**Run 1: wiring heat map**

Scale bar: 20 microns. 23 x 15 tiles, from black (low) to pale yellow (high), scaled to the fullest tile. Values are wire area over tile area, all layers added.
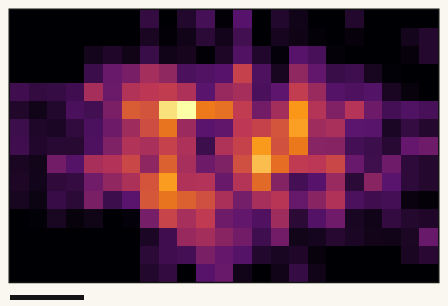
**Run 1: sequential cells coloured by netlist name**

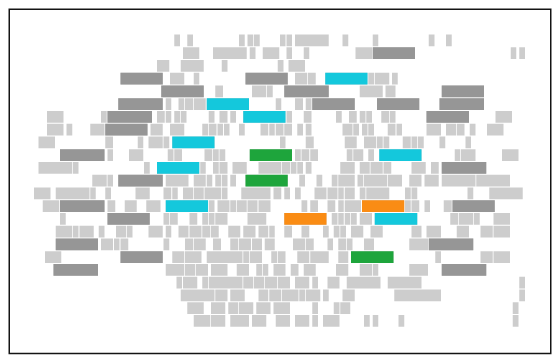
**Run 1: placement by cell class**

Fill, decap, tap and diode cells in grey.
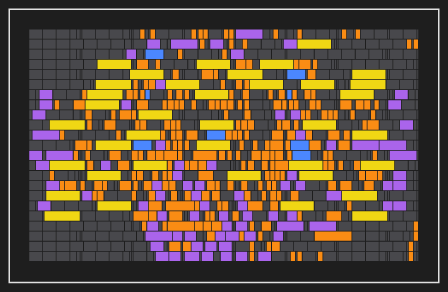
--- config.mk ---
export PLATFORM = sky130hd
export DESIGN_NAME = irq_controller
export DESIGN_NICKNAME = d
export VERILOG_FILES = /design/src/rtl/irq_ctrl_pkg.sv /design/src/rtl/irq_src.sv /design/src/rtl/irq_controller.sv
export SDC_FILE = /design/constraint.sdc
export NUM_CORES = 1
export LEC_CHECK = 0
export ABC_AREA = 1
export CORE_ASPECT_RATIO = 0.6
export CORE_MARGIN = 5
export CORE_UTILIZATION = 34
export CTS_BUF_LIST = sky130_fd_sc_hd__clkbuf_8
export CTS_CLUSTER_SIZE = 28
export DETAILED_ROUTE_END_ITERATION = 10
export PLACE_DENSITY = 0.65
export SETUP_SLACK_MARGIN = 0.02
export SLEW_MARGIN = 15
export SYNTH_ARGS = -nofsm -noshare
export SYNTH_HDL_FRONTEND = slang
export SYNTH_SLANG_ARGS = --single-unit
export TNS_END_PERCENT = 5
--- constraint.sdc ---
create_clock -name clk -period 2.2 [get_ports clk]
set_input_delay 0.44 -clock clk [delete_from_list [all_inputs] [get_ports clk]]
set_output_delay 0.44 -clock clk [all_outputs]
set_load 0.05 [all_outputs]
--- src/rtl/irq_ctrl_pkg.sv ---
// Shared definitions for the interrupt controller: register map, FSM states, CAUSE layout.
package irq_ctrl_pkg;

    localparam int MAX_NSRC      = 16;
    localparam int ID_W          = 4;
    localparam int CAUSE_VLD_BIT = 31;

    localparam logic [11:0] ADDR_PEND  = 12'h000;
    localparam logic [11:0] ADDR_MASK  = 12'h004;
    localparam logic [11:0] ADDR_MODE  = 12'h008;
    localparam logic [11:0] ADDR_CLEAR = 12'h00C;
    localparam logic [11:0] ADDR_CAUSE = 12'h010;
    localparam logic [11:0] ADDR_EOI   = 12'h014;

    typedef enum logic [1:0] {
        IDLE    = 2'd0,
        REQ     = 2'd1,
        SERVICE = 2'd2
    } irq_state_e;

endpackage

--- src/rtl/irq_src.sv ---
// One interrupt source: optional two-flop synchronizer (IRQ_SYNC_EN), falling-edge
// detector and edge pending flop where a new edge beats a simultaneous clear.
module irq_src (
    input  logic clk,
    input  logic reset,
    input  logic irq_n,
    input  logic edge_mode,
    input  logic clr,
    output logic pend
);

    logic line_n;

`ifdef IRQ_SYNC_EN
    logic sync_p0;
    logic sync_p1;

    always_ff @(posedge clk or negedge reset) begin
        if (!reset) begin
            sync_p0 <= 1'b1;
            sync_p1 <= 1'b1;
        end else begin
            sync_p0 <= irq_n;
            sync_p1 <= sync_p0;
        end
    end
    assign line_n = sync_p1;
`else
    assign line_n = irq_n;
`endif

    // hist_n is the sampled line; it doubles as the level-mode pending state
    logic hist_n;
    logic edge_pend;
    logic fall;

    assign fall = hist_n & ~line_n;

    always_ff @(posedge clk or negedge reset) begin
        if (!reset) begin
            hist_n    <= 1'b1;
            edge_pend <= 1'b0;
        end else begin
            hist_n <= line_n;
            if (edge_mode && fall)
                edge_pend <= 1'b1;
            else if (clr)
                edge_pend <= 1'b0;
        end
    end

    assign pend = edge_mode ? edge_pend : ~hist_n;

endmodule

--- src/rtl/irq_controller.sv ---
// Memory-mapped interrupt controller: mask, fixed lowest-index priority and a
// request/ack/EOI FSM driving active-low Intr. Optional input sync via IRQ_SYNC_EN.
module irq_controller
    import irq_ctrl_pkg::*;
#(
    parameter int NSRC = 8
) (
    input  logic            clk,
    input  logic            reset,
    input  logic            CS_N,
    input  logic            RD_N,
    input  logic            WR_N,
    input  logic [11:0]     Addr,
    input  logic [31:0]     DataIn,
    input  logic [NSRC-1:0] IrqIn_N,
    output logic [31:0]     DataOut,
    output logic            Intr
);

    logic            rd_en;
    logic            wr_en;
    logic [NSRC-1:0] mask_q;
    logic [NSRC-1:0] mode_q;
    logic [NSRC-1:0] pend;
    logic [NSRC-1:0] active;
    logic [NSRC-1:0] clr_vec;
    logic [ID_W-1:0] win_id;
    logic [ID_W-1:0] isr_id_q;
    logic            any_active;
    logic            cause_ack;
    logic            eoi_ok;
    logic            clear_wr;
    logic            unused_data;
    irq_state_e      state_q;
    irq_state_e      state_d;

    assign rd_en       = ~CS_N & ~RD_N;
    assign wr_en       = ~CS_N & ~WR_N;
    assign unused_data = ^DataIn[31:NSRC];

    assign active     = pend & mask_q;
    assign any_active = |active;
    assign clear_wr   = wr_en && (Addr == ADDR_CLEAR);
    assign cause_ack  = rd_en && (Addr == ADDR_CAUSE) && (state_q == REQ) && any_active;
    assign eoi_ok     = wr_en && (Addr == ADDR_EOI) && (state_q == SERVICE);

    always_comb begin
        clr_vec = '0;
        for (int i = 0; i < NSRC; i++)
            clr_vec[i] = (clear_wr & DataIn[i]) | (eoi_ok & (isr_id_q == ID_W'(i)));
    end

    for (genvar g = 0; g < NSRC; g++) begin : g_src
        irq_src u_src (
            .clk       (clk),
            .reset     (reset),
            .irq_n     (IrqIn_N[g]),
            .edge_mode (mode_q[g]),
            .clr       (clr_vec[g]),
            .pend      (pend[g])
        );
    end

    // Scan downward so the lowest active index is the last assignment
    always_comb begin
        win_id = '0;
        for (int i = NSRC - 1; i >= 0; i--)
            if (active[i])
                win_id = ID_W'(i);
    end

    always_ff @(posedge clk or negedge reset) begin
        if (!reset) begin
            mask_q   <= '0;
            mode_q   <= '0;
            isr_id_q <= '0;
            state_q  <= IDLE;
        end else begin
            state_q <= state_d;
            if (wr_en && (Addr == ADDR_MASK))
                mask_q <= DataIn[NSRC-1:0];
            if (wr_en && (Addr == ADDR_MODE))
                mode_q <= DataIn[NSRC-1:0];
            if (state_q == REQ && cause_ack)
                isr_id_q <= win_id;
        end
    end

    always_comb begin
        state_d = state_q;
        Intr    = 1'b1;
        case (state_q)
            IDLE: begin
                if (any_active)
                    state_d = REQ;
            end
            REQ: begin
                Intr = 1'b0;
                if (!any_active)
                    state_d = IDLE;
                else if (cause_ack)
                    state_d = SERVICE;
            end
            SERVICE: begin
                if (eoi_ok)
                    state_d = IDLE;
            end
            default: state_d = IDLE;
        endcase
    end

    always_comb begin
        DataOut = '0;
        if (rd_en) begin
            case (Addr)
                ADDR_PEND: DataOut = 32'(pend);
                ADDR_MASK: DataOut = 32'(mask_q);
                ADDR_MODE: DataOut = 32'(mode_q);
                ADDR_CAUSE: begin
                    if (state_q == REQ) begin
                        DataOut[CAUSE_VLD_BIT] = 1'b1;
                        DataOut[ID_W-1:0]      = win_id;
                    end else if (state_q == SERVICE) begin
                        DataOut[ID_W-1:0] = isr_id_q;
                    end
                end
                default: DataOut = '0;
            endcase
        end
    end

endmodule

==> deck_impl_summary.md, run 1 <==
Implementation Results

Synthesis
  – Cell count after synthesis: 293
  – Multiplexer share: 0%
  – Synth warn: 0
  – YS chip area: 0.00226 sq mm
  – Compound Share, Synth: 15.5%
  – Post-synthesis average cell area: 7.70 sq um
  – Registers, synthesis: 37
  – Adder-cell share of the synthesized area: 0%

Timing
  – Slew Limit Fails: 0
  – Setup Skew: 6.91 ps
  – Final setup viols: 9
  – Final hold violation count: 0
  – Worst Setup Slack, final: -224 ps
  – Final min period: 2420 ps

Final layout
  – Top class by area: combinational gates
  – Clk cell area share: 2.75%
  – Number of fillers in the final layout: 641
  – Layout non-clock buf frac: 24.6%
  – Flop count: 37
  – Logic share of the area: 36.2%
  – Commonest Layout Cell: nand2_1
  – Top cells excl fill/tap: nand2_1 (65), buf_4 (37), inv_1 (30), dfrtp_1 (26), conb_1 (23)
  – Logic Gate Count: 215
  – Layout cells sized above 1: 33.0%
  – Ant. Diodes: 0

Detailed routing
  – Final ANT Viol Nets: 0
  – DR pass1 iterations: 4
  – DR vias/cell: 4.59

Pwr
  – Switching Fraction: 28.7%
  – P_clk: 0.493 mW
  – P per Cell Area: 437 mW/mm^2
  – Psw: 0.412 mW
  – Sequential power share: 49.5%
  – P_seq: 0.709 mW
  – Logic gate share of total power: 16.1%

Outcome
  – Failing checks: setup timing
  – Status: complete, but fails checks

Place
  – Area after DPL: 0.00294 sq mm
  – Port Buffer Count: 42

Clocking
  – Clock Path Buffers: 2
  – Post-CTS Resized: 45
  – Max H-tree Level: 2
  – CTS clock-pin slew for the worst setup and hold paths: 70 ps
  – Latency at later pin: 300 ps
  – Clock Sinks: 37

Critical path
  – Crit path from: mode_q[7]$_DFFE_PN0P_
  – Worst flop-to-flop path endpoint: isr_id_q[2]$_DFFE_PN0P_
  – R2R depth: 10
  – WP data required: 1760 ps
  – Delay of the slowest critical-path stage: 430 ps
  – Worst Setup End Kind: output pin
  – Crit start category: flip-flop
  – Crit-path max FO: 4

Global routing
  – First-pass GRT wire length: 9.90 mm

Floorplan
  – Die Width: 115 microns
  – DIE AREA: 0.00842 sq mm
  – Tap Count: 87
  – I/O pin cnt: 90

Hold path
  – HP Class: reg -> reg
  – Hold Crit Start: state_q[1]$_DFFE_PN0P_

Flow run
  – Total tool warning count: 53
Back to the opening pictures, 'wiring heat map':
The densest ninth of the die: centre. 26% of the tiles are nearly empty. The fullest tile reaches 0.56. 11% of the tiles are over half the peak. The mean over all tiles is 0.12. The emptiest ninth of the die: lower left.
Avg WL per Cell: 13.5 microns
via count: 2140
final wirelength: 6.28 mm
total track usage: 15.3%

Back to the opening pictures, 'sequential cells coloured by netlist name':
Key: state_q = orange [sequential cells 2]; mask_q = cyan [sequential cells 8]; isr_id_q = green [sequential cells 3]
Another 24 sequential cells are not coloured.
register area: 940 sq um
Final Core Density: 50.0%
Seq/total area: 28.6%

Back to the opening pictures, 'placement by cell class':
Key: sequential cells = yellow [cells 37, share of their area 30%]; clock drivers and dummy loads = blue [cells 8, share of their area 2.8%]; remaining buffers and delay cells = purple [cells 81, share of their area 25%]; combinational and other logic = orange [cells 253, share of their area 42%]
core area: 0.00656 sq mm
row count: 23
Finished Cell Area: 0.00328 sq mm

-- run 1: per-layer routing --
metal / vias to the layer above / global-route usage [%] / wire [microns]
met5: - / 0 / 0
met1: 1000 / 21.2 / 2980
met3: 8 / 4.14 / 334
met4: 0 / 3.52 / 54
met2: 49 / 24.1 / 2910
li1: 1083 / - / -
-- run 1: registers in the layout (all words and copies together) (netlist names) --
name	flops
mask_q	8
g_src.u_src.edge_pend	8
state_q	2
g_src.u_src.hist_n	8
isr_id_q	3
mode_q	8
-- run 1: synthesized netlist by cell type --
library cell	number	area share, %
dfrtp_1	29	32
o31ai_1	1	0.33
a22o_1	1	0.39
nor2_8	1	0.89
and3_2	1	0.33
o21bai_1	1	0.33
dfstp_2	8	9.3
nand2_1	76	13
nand3b_1	3	1.0
buf_6	2	1.0
o21ai_1	13	2.9
o22ai_1	3	0.83
conb_1	1	0.17
a21oi_1	13	2.9
nor3_1	7	1.6
a221oi_1	1	0.39
nor3_2	1	0.44
a41oi_1	1	0.39
nand4_1	1	0.28
o21ai_0	11	2.4
nor2_4	2	1.0
nand3_1	14	3.1
nor2_2	2	0.55
or2_4	1	0.39
o21ai_2	8	3.1
inv_1	33	5.5
nand2_2	4	1.1
o221ai_1	4	1.6
inv_2	5	0.83
nor2_1	19	3.2
nand3_2	2	0.89
nor4_2	1	0.55
buf_4	23	7.6
-- run 1: metrics by stage --
step                      hold WS (ps)  utilization, %  setup WS (ps)
after floorplan                    144               -           -282
after global placement             448            44.8           -421
after detailed placement           474            44.8           -431
after CTS                          478            48.3           -184
after global routing               510            50.0           -311
final                              485            50.0           -224
-- run 1: worst max-delay path, delay by kind of cell (launching register included) --
kind	cells	cell delay, ps
and+or+nand+nor	12	830
DFF	1	430
buffers and inverters	3	290
AOI/OAI and AO/OA	1	120
==> inputs of run 2 (changes only) <==
PLACE_DENSITY = 0.68   (was 0.65)
clock period = 2.1 ns   (was 2.2 ns; I/O delays follow)
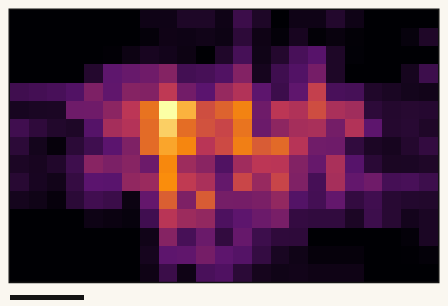
**Above:** run 2 (wiring heat map).
Scale bar: 20 microns. 23 x 15 tiles, from black (low) to pale yellow (high), scaled to the fullest tile. Values are wire area over tile area, all layers added.
total track usage: 15.4%
Avg WL per Cell: 13.6 microns
final wirelength: 6.37 mm
via count: 2161

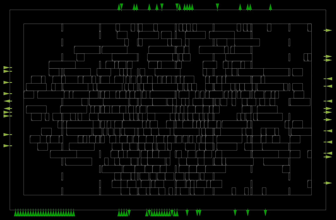
**Above:** run 2 (cell placement).
Seq/total area: 28.1%
Final Core Density: 51.0%
Finished Layout Cells: 470
number of fillers in the final layout: 627

==> run 2 against run 1 <==
  * Flip-flop count unchanged
  * First-iteration DRC count increased by 57%
  * Global-route usage is 0.099 points higher
  * Cell count grew 0.86%
  * Largest power group unchanged
  * Highest routed layer unchanged
  * Register-to-register slack hardly changed
  * Combinational power is 6% higher
  * Clock skew shrank 0.70 ps
  * Critical path depth down 7
  * The run still ends with setup timing left
==> deck_impl_summary.md, run 2 <==
Implementation Results

Pwr
  – Psw: 0.429 mW
  – P_seq: 0.744 mW
  – Power share of the clock group: 32.8%
  – P_clk: 0.482 mW
  – Sequential power share: 50.6%
  – Worst vdd ir: 0.236 mV
  – Pint: 1.04 mW
  – P per Cell Area: 439 mW/mm^2
  – Logic gate share of total power: 16.6%
  – Design Power: 1.47 mW
  – Switching Fraction: 29.2%
  – Leading power group: registers
  – Comb group: 0.244 mW
  – Leakage power total: 1.58 nW

Detailed routing
  – 1st-iter DRT viols: 126
  – DR pass1 iterations: 4
  – DRC: 0
  – Final ANT Viol Nets: 0
  – Uppermost routed layer: met4
  – DR vias/cell: 4.60
  – Met2 wire len: 2.97 mm
  – Wire length on met3: 452 microns
  – Met1 WL: 2.86 mm

Synthesis
  – Cell Type Count: 33
  – Post-synth top area share: 32.2%
  – YS chip area: 0.00226 sq mm
  – Count leader, synth: nand2_1
  – Synth Seq Share: 41.5%
  – Cell Area, Synth: 0.00226 sq mm
  – Registers, synthesis: 37
  – Asr flop ratio synth: 100%
  – # Cells Yosys: 293
  – Top cells by area, synth: dfrtp_1 (32%), nand2_1 (13%), dfstp_2 (9.3%)
  – Yosys top cell by area: dfrtp_1
  – Synth warn: 0
  – EDFF count, synth: 0
  – Cell count after synthesis: 293
  – Dominant synthesized flop cell: dfrtp_1
  – Post-synthesis average cell area: 7.70 sq um
  – Commonest cells post-synth: nand2_1 (76), inv_1 (33), dfrtp_1 (29)

Final layout
  – Commonest Layout Cell: nand2_1
  – Top cells excl fill/tap: nand2_1 (60), buf_4 (40), inv_1 (29), dfrtp_1 (25), conb_1 (23)
  – Ant. Diodes: 0
  – Area growth, synth to finish: 48.2%
  – Register area: 941 sq um
  – Layout cells sized above 1: 37.3%
  – Area of the multi-input gates: 0.00123 sq mm
  – NumNets Final: 439

Floorplan
  – DIE AREA: 0.00842 sq mm
  – I/O pin cnt: 90
  – Die Width: 115 microns
  – Row count: 23
  – Core area: 0.00656 sq mm
  – Die Ht: 73.1 microns
  – FP Util: 34.4%

Place
  – Port Buffer Count: 42
  – Worst slack, placed: -454 ps
  – Placed insts: 442
  – Dpl hpwl: 4.75 mm
  – Gpl congestion: 0.831

Clocking
  – CTS Root Cell: clkbuf_8
  – Clock Path Buffers: 2
  – CTS clock-pin slew for the worst setup and hold paths: 70 ps
  – Clock Sinks: 37
  – Latency at later pin: 290 ps
  – Post-CTS Hold Buffers: 0
  – Cts bufs inserted: 5
  – CTS tree: yes
  – Max H-tree Level: 2

Critical path
  – Kind of critical path: reg -> out
  – WP data required: 1680 ps
  – Crit start category: flip-flop
  – Crit-path max FO: 2
  – Worst Setup End Kind: output pin
  – Arr. time, crit path: 1930 ps
  – Reg2Reg Setup Slack: 570 ps

Timing
  – Worst Setup Slack, final: -253 ps
  – Setup Skew: 6.21 ps
  – Post-layout period usage: 112%
  – Final min period: 2350 ps
  – Slew Limit Fails: 0
  – Worst hold margin: 465 ps
  – RSZ-0062 raised after global routing: true
  – Final setup viols: 12
  – Final hold violation count: 0
  – Max Clock Freq: 425 MHz

Flow run
  – Total tool warning count: 53
  – Max-Cap Viols: 0

Outcome
  – Status: complete, but fails checks
  – Failing checks: setup timing

Global routing
  – M2 GR Usage: 23.5%
  – First-pass GRT wire length: 10.2 mm
  – GRT overflow: 0
  – GR Util met1: 21.5%
  – Initial antenna violation count: 0
  – GRT Max-Usage Layer: met2
  – Pin count of the biggest net entering global routing: 38
  – Met3 usage: 4.72%
  – Number of global-route vias before repair: 2145

Hold path
  – HP Class: reg -> reg
[run 2: area by class of cell]
class | instances | area share, %
timing repair buffer | 85 | 25.0
tap | 87 | 3.25
sequential | 37 | 28.1
clock buffer | 5 | 2.06
inverter | 38 | 4.34
clock inverter | 3 | 0.412
multi-input combinational | 215 | 36.8
[run 2: cell families after synthesis]
logic type             after synthesis  synth area share, %
AND/OR/NAND/NOR                    135                 27.9
buffers and inverters               63                 15.0
AND-OR/OR-AND                       57                 15.5
flip-flops                          37                 41.5
other                                1                0.166
[run 2: path summary, 6_finish.rpt]
kind	from	cells past startpoint	end
hold reg to reg	state_q[1]$_DFFE_PN0P_	1	state_q[0]$_DFFE_PN0P_
min in group asynchronous	reset	2	g_src[2].u_src.edge_pend$_DFFE_PN0P_
hold / removal	state_q[1]$_DFFE_PN0P_	1	state_q[0]$_DFFE_PN0P_
setup reg to reg	mode_q[1]$_DFFE_PN0P_	9	isr_id_q[2]$_DFFE_PN0P_
setup / recovery	g_src[2].u_src.hist_n$_DFF_PN1_	9	DataOut[2]
max in group asynchronous	reset	2	mode_q[7]$_DFFE_PN0P_
[run 2: through the flow]
stage	instance area (sq um)	TNS (ps)
6_report	3340	-1510
5_1_grt	3340	-2810
4_1_cts	3220	-1870
3_5_place_dp	2960	-5000
3_3_place_gp	2960	-4350
2_1_floorplan	2360	-135
[run 2: timing repair]
action | 4_1_cts | 5_1_grt
pin swaps | 25 | 16
buffers inserted | 15 | 5
endpoints found under the setup margin | 9 | 13
gates resized | 47 | 24
gates cloned | 0 | 0
[run 2: critical path, stage by stage (launching register included)]
cell and delay (ps):
dfstp_2 540, o21ai_2 60, nand2_1 110, nand2_1 90, nor2_2 160, nand2_2 90
o21ai_2 130, nand2_2 80, a41oi_4 220, buf_12 170
Power is estimated from default activity; no workload was simulated.
